[src/rtl/id_ex_stage_if.sv]
// Purpose: bundles the ID-side inputs and EX-side registered outputs of the ID/EX pipeline register.
// Ports:   id_* (decoded instruction + controls), flush_i/hold_i (pipeline control),
//          ex_* (registered stage contents), stall_o (freeze PC, IF/ID), bubble_cnt_o (load-use bubbles).
interface id_ex_stage_if #(
  parameter int DW = 32
);
  // ID side
  logic          id_valid_i;
  logic [DW-1:0] id_pc4_i;
  logic [DW-1:0] id_rd1_i;
  logic [DW-1:0] id_rd2_i;
  logic [DW-1:0] id_imm_i;
  logic [4:0]    id_rs_i;
  logic [4:0]    id_rt_i;
  logic [4:0]    id_rd_i;
  logic          id_regwrite_i;
  logic          id_memtoreg_i;
  logic          id_memread_i;
  logic          id_memwrite_i;
  logic          id_branch_i;
  logic          id_alusrc_i;
  logic          id_regdst_i;
  logic [1:0]    id_aluop_i;

  // pipeline control
  logic          flush_i;
  logic          hold_i;

  // EX side
  logic          ex_valid_o;
  logic [DW-1:0] ex_pc4_o;
  logic [DW-1:0] ex_rd1_o;
  logic [DW-1:0] ex_rd2_o;
  logic [DW-1:0] ex_imm_o;
  logic [4:0]    ex_rs_o;
  logic [4:0]    ex_rt_o;
  logic [4:0]    ex_rd_o;
  logic          ex_regwrite_o;
  logic          ex_memtoreg_o;
  logic          ex_memread_o;
  logic          ex_memwrite_o;
  logic          ex_branch_o;
  logic          ex_alusrc_o;
  logic          ex_regdst_o;
  logic [1:0]    ex_aluop_o;

  logic          stall_o;
  logic [15:0]   bubble_cnt_o;

  // master: the decode stage / environment driving ID and observing EX
  modport master (
    output id_valid_i, id_pc4_i, id_rd1_i, id_rd2_i, id_imm_i, id_rs_i, id_rt_i, id_rd_i,
           id_regwrite_i, id_memtoreg_i, id_memread_i, id_memwrite_i, id_branch_i,
           id_alusrc_i, id_regdst_i, id_aluop_i, flush_i, hold_i,
    input  ex_valid_o, ex_pc4_o, ex_rd1_o, ex_rd2_o, ex_imm_o, ex_rs_o, ex_rt_o, ex_rd_o,
           ex_regwrite_o, ex_memtoreg_o, ex_memread_o, ex_memwrite_o, ex_branch_o,
           ex_alusrc_o, ex_regdst_o, ex_aluop_o, stall_o, bubble_cnt_o
  );

  // slave: the ID/EX register itself
  modport slave (
    input  id_valid_i, id_pc4_i, id_rd1_i, id_rd2_i, id_imm_i, id_rs_i, id_rt_i, id_rd_i,
           id_regwrite_i, id_memtoreg_i, id_memread_i, id_memwrite_i, id_branch_i,
           id_alusrc_i, id_regdst_i, id_aluop_i, flush_i, hold_i,
    output ex_valid_o, ex_pc4_o, ex_rd1_o, ex_rd2_o, ex_imm_o, ex_rs_o, ex_rt_o, ex_rd_o,
           ex_regwrite_o, ex_memtoreg_o, ex_memread_o, ex_memwrite_o, ex_branch_o,
           ex_alusrc_o, ex_regdst_o, ex_aluop_o, stall_o, bubble_cnt_o
  );
endinterface

[src/rtl/id_ex_stage.sv]
// Purpose: ID/EX pipeline register with load-use hazard detection, bubble insertion and bubble counter.
// Latency: 1 cycle ID->EX; stall_o/hazard are combinational from EX state and ID indices.
// Ports:   clk, rst_n (async active-low), bus (id_ex_stage_if.slave: id_*, flush_i, hold_i in; ex_*, stall_o, bubble_cnt_o out).
module id_ex_stage #(
  parameter int DW = 32
) (
  input  logic         clk,
  input  logic         rst_n,
  id_ex_stage_if.slave bus
);

  typedef struct packed {
    logic       regwrite;
    logic       memtoreg;
    logic       memread;
    logic       memwrite;
    logic       branch;
    logic       alusrc;
    logic       regdst;
    logic [1:0] aluop;
  } ctrl_t;

  typedef struct packed {
    logic          valid;
    ctrl_t         ctrl;
    logic [DW-1:0] pc4;
    logic [DW-1:0] rd1;
    logic [DW-1:0] rd2;
    logic [DW-1:0] imm;
    logic [4:0]    rs;
    logic [4:0]    rt;
    logic [4:0]    rd;
  } stage_t;

  stage_t      ex_q, ex_d;
  logic [15:0] bubble_cnt_q, bubble_cnt_d;
  ctrl_t       id_ctrl;
  logic        hazard;

  assign id_ctrl = '{
    regwrite: bus.id_regwrite_i,
    memtoreg: bus.id_memtoreg_i,
    memread:  bus.id_memread_i,
    memwrite: bus.id_memwrite_i,
    branch:   bus.id_branch_i,
    alusrc:   bus.id_alusrc_i,
    regdst:   bus.id_regdst_i,
    aluop:    bus.id_aluop_i
  };

  // A load in EX whose destination is a source of the ID instruction cannot
  // forward in time. Register $0 is hard-wired zero, so it is never a dependency.
  assign hazard = ex_q.valid & ex_q.ctrl.memread & bus.id_valid_i & (ex_q.rt != 5'd0) &
                  ((ex_q.rt == bus.id_rs_i) | (ex_q.rt == bus.id_rt_i));

  // Flush kills whatever would otherwise be frozen, so it also releases the stall.
  assign bus.stall_o = ~bus.flush_i & (bus.hold_i | hazard);

  // Priority: flush > hold > hazard (bubble) > normal load.
  always_comb begin
    ex_d         = ex_q;
    bubble_cnt_d = bubble_cnt_q;
    if (bus.flush_i) begin
      ex_d = '0;
    end else if (bus.hold_i) begin
      ex_d = ex_q;
    end else if (hazard) begin
      ex_d = '0;
      if (bubble_cnt_q != 16'hFFFF) begin
        bubble_cnt_d = bubble_cnt_q + 16'd1;
      end
    end else begin
      ex_d.valid = bus.id_valid_i;
      // Controls only travel with a valid instruction; data is captured regardless.
      ex_d.ctrl  = bus.id_valid_i ? id_ctrl : '0;
      ex_d.pc4   = bus.id_pc4_i;
      ex_d.rd1   = bus.id_rd1_i;
      ex_d.rd2   = bus.id_rd2_i;
      ex_d.imm   = bus.id_imm_i;
      ex_d.rs    = bus.id_rs_i;
      ex_d.rt    = bus.id_rt_i;
      ex_d.rd    = bus.id_rd_i;
    end
  end

  always_ff @(posedge clk or negedge rst_n) begin
    if (!rst_n) begin
      ex_q         <= '0;
      bubble_cnt_q <= '0;
    end else begin
      ex_q         <= ex_d;
      bubble_cnt_q <= bubble_cnt_d;
    end
  end

  assign bus.ex_valid_o    = ex_q.valid;
  assign bus.ex_pc4_o      = ex_q.pc4;
  assign bus.ex_rd1_o      = ex_q.rd1;
  assign bus.ex_rd2_o      = ex_q.rd2;
  assign bus.ex_imm_o      = ex_q.imm;
  assign bus.ex_rs_o       = ex_q.rs;
  assign bus.ex_rt_o       = ex_q.rt;
  assign bus.ex_rd_o       = ex_q.rd;
  assign bus.ex_regwrite_o = ex_q.ctrl.regwrite;
  assign bus.ex_memtoreg_o = ex_q.ctrl.memtoreg;
  assign bus.ex_memread_o  = ex_q.ctrl.memread;
  assign bus.ex_memwrite_o = ex_q.ctrl.memwrite;
  assign bus.ex_branch_o   = ex_q.ctrl.branch;
  assign bus.ex_alusrc_o   = ex_q.ctrl.alusrc;
  assign bus.ex_regdst_o   = ex_q.ctrl.regdst;
  assign bus.ex_aluop_o    = ex_q.ctrl.aluop;
  assign bus.bubble_cnt_o  = bubble_cnt_q;

endmodule

[src/flat_wrapper.sv]
// flat-port wrapper written by rule: the top's interface ports become plain ports
module id_ex_stage_flat 
#(
  parameter int DW = 32
)
  (clk, rst_n, bus_id_valid_i, bus_id_pc4_i, bus_id_rd1_i, bus_id_rd2_i, bus_id_imm_i, bus_id_rs_i, bus_id_rt_i, bus_id_rd_i, bus_id_regwrite_i, bus_id_memtoreg_i, bus_id_memread_i, bus_id_memwrite_i, bus_id_branch_i, bus_id_alusrc_i, bus_id_regdst_i, bus_id_aluop_i, bus_flush_i, bus_hold_i, bus_ex_valid_o, bus_ex_pc4_o, bus_ex_rd1_o, bus_ex_rd2_o, bus_ex_imm_o, bus_ex_rs_o, bus_ex_rt_o, bus_ex_rd_o, bus_ex_regwrite_o, bus_ex_memtoreg_o, bus_ex_memread_o, bus_ex_memwrite_o, bus_ex_branch_o, bus_ex_alusrc_o, bus_ex_regdst_o, bus_ex_aluop_o, bus_stall_o, bus_bubble_cnt_o);
  id_ex_stage_if #(.DW(DW)) bus_i ();
  input  logic clk;
  input  logic rst_n;
  input wire logic [$bits(bus_i.id_valid_i)-1:0] bus_id_valid_i;
  input wire logic [$bits(bus_i.id_pc4_i)-1:0] bus_id_pc4_i;
  input wire logic [$bits(bus_i.id_rd1_i)-1:0] bus_id_rd1_i;
  input wire logic [$bits(bus_i.id_rd2_i)-1:0] bus_id_rd2_i;
  input wire logic [$bits(bus_i.id_imm_i)-1:0] bus_id_imm_i;
  input wire logic [$bits(bus_i.id_rs_i)-1:0] bus_id_rs_i;
  input wire logic [$bits(bus_i.id_rt_i)-1:0] bus_id_rt_i;
  input wire logic [$bits(bus_i.id_rd_i)-1:0] bus_id_rd_i;
  input wire logic [$bits(bus_i.id_regwrite_i)-1:0] bus_id_regwrite_i;
  input wire logic [$bits(bus_i.id_memtoreg_i)-1:0] bus_id_memtoreg_i;
  input wire logic [$bits(bus_i.id_memread_i)-1:0] bus_id_memread_i;
  input wire logic [$bits(bus_i.id_memwrite_i)-1:0] bus_id_memwrite_i;
  input wire logic [$bits(bus_i.id_branch_i)-1:0] bus_id_branch_i;
  input wire logic [$bits(bus_i.id_alusrc_i)-1:0] bus_id_alusrc_i;
  input wire logic [$bits(bus_i.id_regdst_i)-1:0] bus_id_regdst_i;
  input wire logic [$bits(bus_i.id_aluop_i)-1:0] bus_id_aluop_i;
  input wire logic [$bits(bus_i.flush_i)-1:0] bus_flush_i;
  input wire logic [$bits(bus_i.hold_i)-1:0] bus_hold_i;
  output wire logic [$bits(bus_i.ex_valid_o)-1:0] bus_ex_valid_o;
  output wire logic [$bits(bus_i.ex_pc4_o)-1:0] bus_ex_pc4_o;
  output wire logic [$bits(bus_i.ex_rd1_o)-1:0] bus_ex_rd1_o;
  output wire logic [$bits(bus_i.ex_rd2_o)-1:0] bus_ex_rd2_o;
  output wire logic [$bits(bus_i.ex_imm_o)-1:0] bus_ex_imm_o;
  output wire logic [$bits(bus_i.ex_rs_o)-1:0] bus_ex_rs_o;
  output wire logic [$bits(bus_i.ex_rt_o)-1:0] bus_ex_rt_o;
  output wire logic [$bits(bus_i.ex_rd_o)-1:0] bus_ex_rd_o;
  output wire logic [$bits(bus_i.ex_regwrite_o)-1:0] bus_ex_regwrite_o;
  output wire logic [$bits(bus_i.ex_memtoreg_o)-1:0] bus_ex_memtoreg_o;
  output wire logic [$bits(bus_i.ex_memread_o)-1:0] bus_ex_memread_o;
  output wire logic [$bits(bus_i.ex_memwrite_o)-1:0] bus_ex_memwrite_o;
  output wire logic [$bits(bus_i.ex_branch_o)-1:0] bus_ex_branch_o;
  output wire logic [$bits(bus_i.ex_alusrc_o)-1:0] bus_ex_alusrc_o;
  output wire logic [$bits(bus_i.ex_regdst_o)-1:0] bus_ex_regdst_o;
  output wire logic [$bits(bus_i.ex_aluop_o)-1:0] bus_ex_aluop_o;
  output wire logic [$bits(bus_i.stall_o)-1:0] bus_stall_o;
  output wire logic [$bits(bus_i.bubble_cnt_o)-1:0] bus_bubble_cnt_o;
  assign bus_i.id_valid_i = bus_id_valid_i;
  assign bus_i.id_pc4_i = bus_id_pc4_i;
  assign bus_i.id_rd1_i = bus_id_rd1_i;
  assign bus_i.id_rd2_i = bus_id_rd2_i;
  assign bus_i.id_imm_i = bus_id_imm_i;
  assign bus_i.id_rs_i = bus_id_rs_i;
  assign bus_i.id_rt_i = bus_id_rt_i;
  assign bus_i.id_rd_i = bus_id_rd_i;
  assign bus_i.id_regwrite_i = bus_id_regwrite_i;
  assign bus_i.id_memtoreg_i = bus_id_memtoreg_i;
  assign bus_i.id_memread_i = bus_id_memread_i;
  assign bus_i.id_memwrite_i = bus_id_memwrite_i;
  assign bus_i.id_branch_i = bus_id_branch_i;
  assign bus_i.id_alusrc_i = bus_id_alusrc_i;
  assign bus_i.id_regdst_i = bus_id_regdst_i;
  assign bus_i.id_aluop_i = bus_id_aluop_i;
  assign bus_i.flush_i = bus_flush_i;
  assign bus_i.hold_i = bus_hold_i;
  assign bus_ex_valid_o = bus_i.ex_valid_o;
  assign bus_ex_pc4_o = bus_i.ex_pc4_o;
  assign bus_ex_rd1_o = bus_i.ex_rd1_o;
  assign bus_ex_rd2_o = bus_i.ex_rd2_o;
  assign bus_ex_imm_o = bus_i.ex_imm_o;
  assign bus_ex_rs_o = bus_i.ex_rs_o;
  assign bus_ex_rt_o = bus_i.ex_rt_o;
  assign bus_ex_rd_o = bus_i.ex_rd_o;
  assign bus_ex_regwrite_o = bus_i.ex_regwrite_o;
  assign bus_ex_memtoreg_o = bus_i.ex_memtoreg_o;
  assign bus_ex_memread_o = bus_i.ex_memread_o;
  assign bus_ex_memwrite_o = bus_i.ex_memwrite_o;
  assign bus_ex_branch_o = bus_i.ex_branch_o;
  assign bus_ex_alusrc_o = bus_i.ex_alusrc_o;
  assign bus_ex_regdst_o = bus_i.ex_regdst_o;
  assign bus_ex_aluop_o = bus_i.ex_aluop_o;
  assign bus_stall_o = bus_i.stall_o;
  assign bus_bubble_cnt_o = bus_i.bubble_cnt_o;
  id_ex_stage #(.DW(DW)) u_core (.clk(clk), .rst_n(rst_n), .bus(bus_i));
endmodule
[config.mk]
export PLATFORM = sky130hd
export DESIGN_NAME = id_ex_stage_flat
export DESIGN_NICKNAME = d
export VERILOG_FILES = /design/src/rtl/id_ex_stage_if.sv /design/src/rtl/id_ex_stage.sv /design/src/flat_wrapper.sv
export SDC_FILE = /design/constraint.sdc
export NUM_CORES = 1
export LEC_CHECK = 0
export ABC_AREA = 1
export ABC_CLOCK_PERIOD_IN_PS = 2250
export CAP_MARGIN = 20
export CORE_ASPECT_RATIO = 1.5
export CORE_MARGIN = 2
export CORE_UTILIZATION = 26
export DETAILED_ROUTE_END_ITERATION = 10
export SETUP_SLACK_MARGIN = 0.4
export SLEW_MARGIN = 20
export SYNTH_ARGS = -nofsm -noshare
export SYNTH_HDL_FRONTEND = slang
export SYNTH_SLANG_ARGS = --single-unit
[constraint.sdc]
create_clock -name clk -period 2.25 [get_ports clk]
set_input_delay 0.3375 -clock clk [delete_from_list [all_inputs] [get_ports clk]]
set_output_delay 0.3375 -clock clk [all_outputs]
set_load 0.02 [all_outputs]
### Track usage over the die

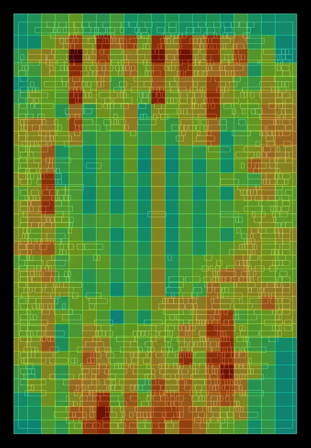
met2 Track Usage GR: 30.2%
Most Crowded Layer GR: met2
wire per inst: 17.5 µm

### Wire density map

(2 px per µm) 14 x 21 tiles, from white (low) to dark blue (high), scaled to the fullest tile. Values are wire area over tile area, all layers added.
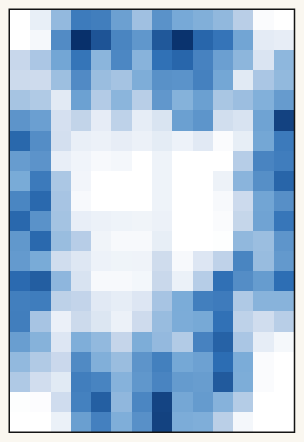
- fullest tile: 0.39
- mean over tiles: 0.14
- nearly empty tiles: 11%
- emptiest ninth of the die: centre
- tiles over half the peak: 34%

### Gate families picked out

(3 px per µm)
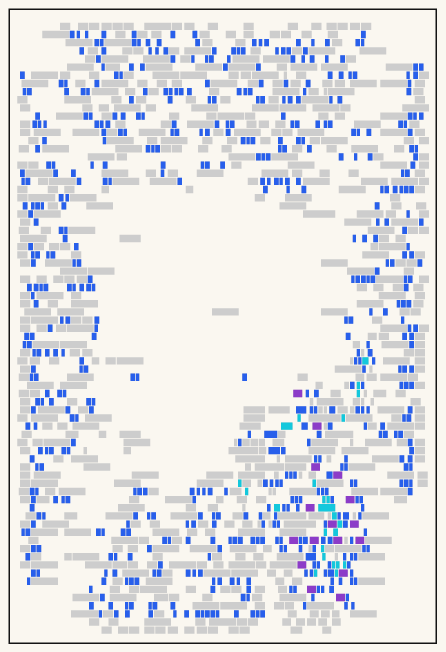
- purple: xor and xnor cells (cells 16; where south-east)
- blue: nand cells (cells 552; most used nand3_1; where all over the die)
- cyan: nor cells (cells 24; most used nor2_1; where south-east)

==> flow_summary.yaml <==
# generated from flow reports
timing:
  hold_ws_ns: 0.440
  finClkSkew_ns: 0.00643
  fin_crit_sh_pct: 91.7
  fin_crit_ns: 2.06
  grt_setup_unrepaired: "true"
  fmax_mhz: 485
  setup_viol: 0
  hold_viol_final: 0
  worstMarginPinSlew_ns: 0.740
pwr:
  comb_power_mw: 1.25
  swShare_pct: 25.7
  p_leak_nw: 5.81
  pg_clk_mw: 3.06
  pg_seq_mw: 3.28
  fin_total_pwr_mw: 7.59
  power_frac_seq_pct: 43.2
  largestPowerGroup: "registers"
  internal_power_mw: 5.64
  p_comb_share_pct: 16.5
finish:
  syn2layout_area_growth_pct: 59.5
  post_route_cells_drive_above_1_share_pct: 6.45
  lay_top_count: "nand3_1"
  fill_cells: 2784
  finalNetCount: 1325
  finalNonFillerCells: 1524
worst_setup_path:
  cpMostUsedCell: "nand2_1"
  cp_slowest_cell: "dfrtp_1"
  worstPathRequired_ns: 1.91
  rr_startpoint: "u_core.bus.ex_rt_o[3]"
  cp_top_family: "simple AND/OR/NAND/NOR gates"
  crit_path_start_kind: "register"
  cp_max_fo: 5
  cp.depth: 9
  crit_chain: "inv_2 > nand2_1 > nand2_1 > nor2_2 > nand3_2 > nand2_2 > nand2_4 > o21ai_2 > buf_6"
  critPathKind: "register to output pin"
  critPathCaptureType: "output pin"
  reg2reg_to: "u_core.bus.ex_rd1_o[11]"
  r2r_slack_ns: 0.41
clock_network:
  insertion_delay_ns: 0.44
  clock-sinks: 169
  cts_tree: "done"
  path_clk_slew_ns: 0.07
  clk_path_buf_depth: 2
  cts-buffers-inserted: 17
place:
  dpl.hpwl_mm: 17.7
  place_inst: 1485
  finalWeightedCongestion: 0.814
  placed_area_mm2: 0.0111
  numPortBuffers: 326
floorplan:
  fp_util_pct: 26.4
  io_pins: 327
  die_area_mm2: 0.0299
  die_h_um: 211
  rows: 75
routing:
  finalWirelength_mm: 26.6
  drt_iter0_markers: 392
  route.detailed.drc: 0
  dr.pass1.iters: 5
  viasPerCell: 4.75
  route.antenna.remaining_nets: 0
logic_synthesis:
  synth_cells: 859
  ys_area_mm2: 0.00741
  ys_sh_mux_pct: 0
  synth-seq-cells: 169
  ff_type: "dfrtp_1"
  async_flop_share_pct: 100
  ys_warn_count: 0
  fa_ha_area_share_pct: 0.169
  syn_area_mm2: 0.00741
  synthTopCellsByCount: "nand3_1 (308), nand2_1 (237), dfrtp_1 (169), clkbuf_1 (37)"
  synth_area_leader_cell: "dfrtp_1"
  synth.logic.top_family: "simple AND/OR/NAND/NOR gates"
  synthAoiAreaFrac_pct: 0.473
  netlist_top_cells_area: "dfrtp_1 (57%), nand3_1 (21%), nand2_1 (12%)"
  ys_cells: 859
global_route:
  grt_pass1_vias: 7219
  globalRouteOverflowTotal: 0
  antenna_found_initial: 0
  grt_usage_pct: 17.6
worst_hold_path:
  hp-class: "input port to register"
outcome:
  status: "finished, final reports clean"
job:
  max_cap_viol_count: 0
## how the worst min path moves through the flow
| stage | startpoint | end | cells past startpoint |
|---|---|---|---|
| finish | bus_id_imm_i[27] | u_core.bus.ex_imm_o[27] | 3 |
| global route | bus_id_pc4_i[8] | u_core.bus.ex_pc4_o[8] | 3 |
| floorplan | rst_n | u_core.bus.bubble_cnt_o[0] | 0 |
| global placement | rst_n | u_core.bus.ex_rd_o[3] | 1 |
| CTS | bus_id_imm_i[27] | u_core.bus.ex_imm_o[27] | 3 |
| detailed placement | rst_n | u_core.bus.bubble_cnt_o[15] | 1 |
## state kept, by name (all words and copies together), names as in the netlist, 2 cells and up
name                     cells
u_core.bus.ex_rs_o           5
u_core.bus.ex_imm_o         32
u_core.bus.ex_rd_o           5
u_core.bus.ex_rd1_o         32
u_core.bus.ex_rt_o           5
u_core.bus.ex_rd2_o         32
u_core.bus.ex_pc4_o         32
u_core.bus.bubble_cnt_o     16
u_core.bus.ex_aluop_o        2
## metal layers
layer  vias to the layer above  wire length [µm]  part of all wire (%)  GRT usage [%]
li1                       3470                 -                     -              -
met1                      3469             10600                    40           21.1
met2                       259             13800                    52           30.2
met3                        42              1500                   5.6           4.38
met4                         0               728                   2.7           7.10
met5                         -                 0                     0              0
## worst min-delay path: stages
cell and delay [ns]:
clkdlybuf4s50_1 0.40, nand3_1 0.07, nand2_1 0.04
## cell type report
class | count | area (µm²) | share of cell area, %
timing repair buffer | 355 | 3660 | 30.9
multi-input combinational | 600 | 2810 | 23.8
clock inverter | 6 | 114 | 0.963
tap | 346 | 433 | 3.66
inverter | 24 | 95.1 | 0.804
sequential | 169 | 4230 | 35.8
clock buffer | 24 | 482 | 4.07
Power figures rest on the tool's default switching activity, not on a simulated workload.
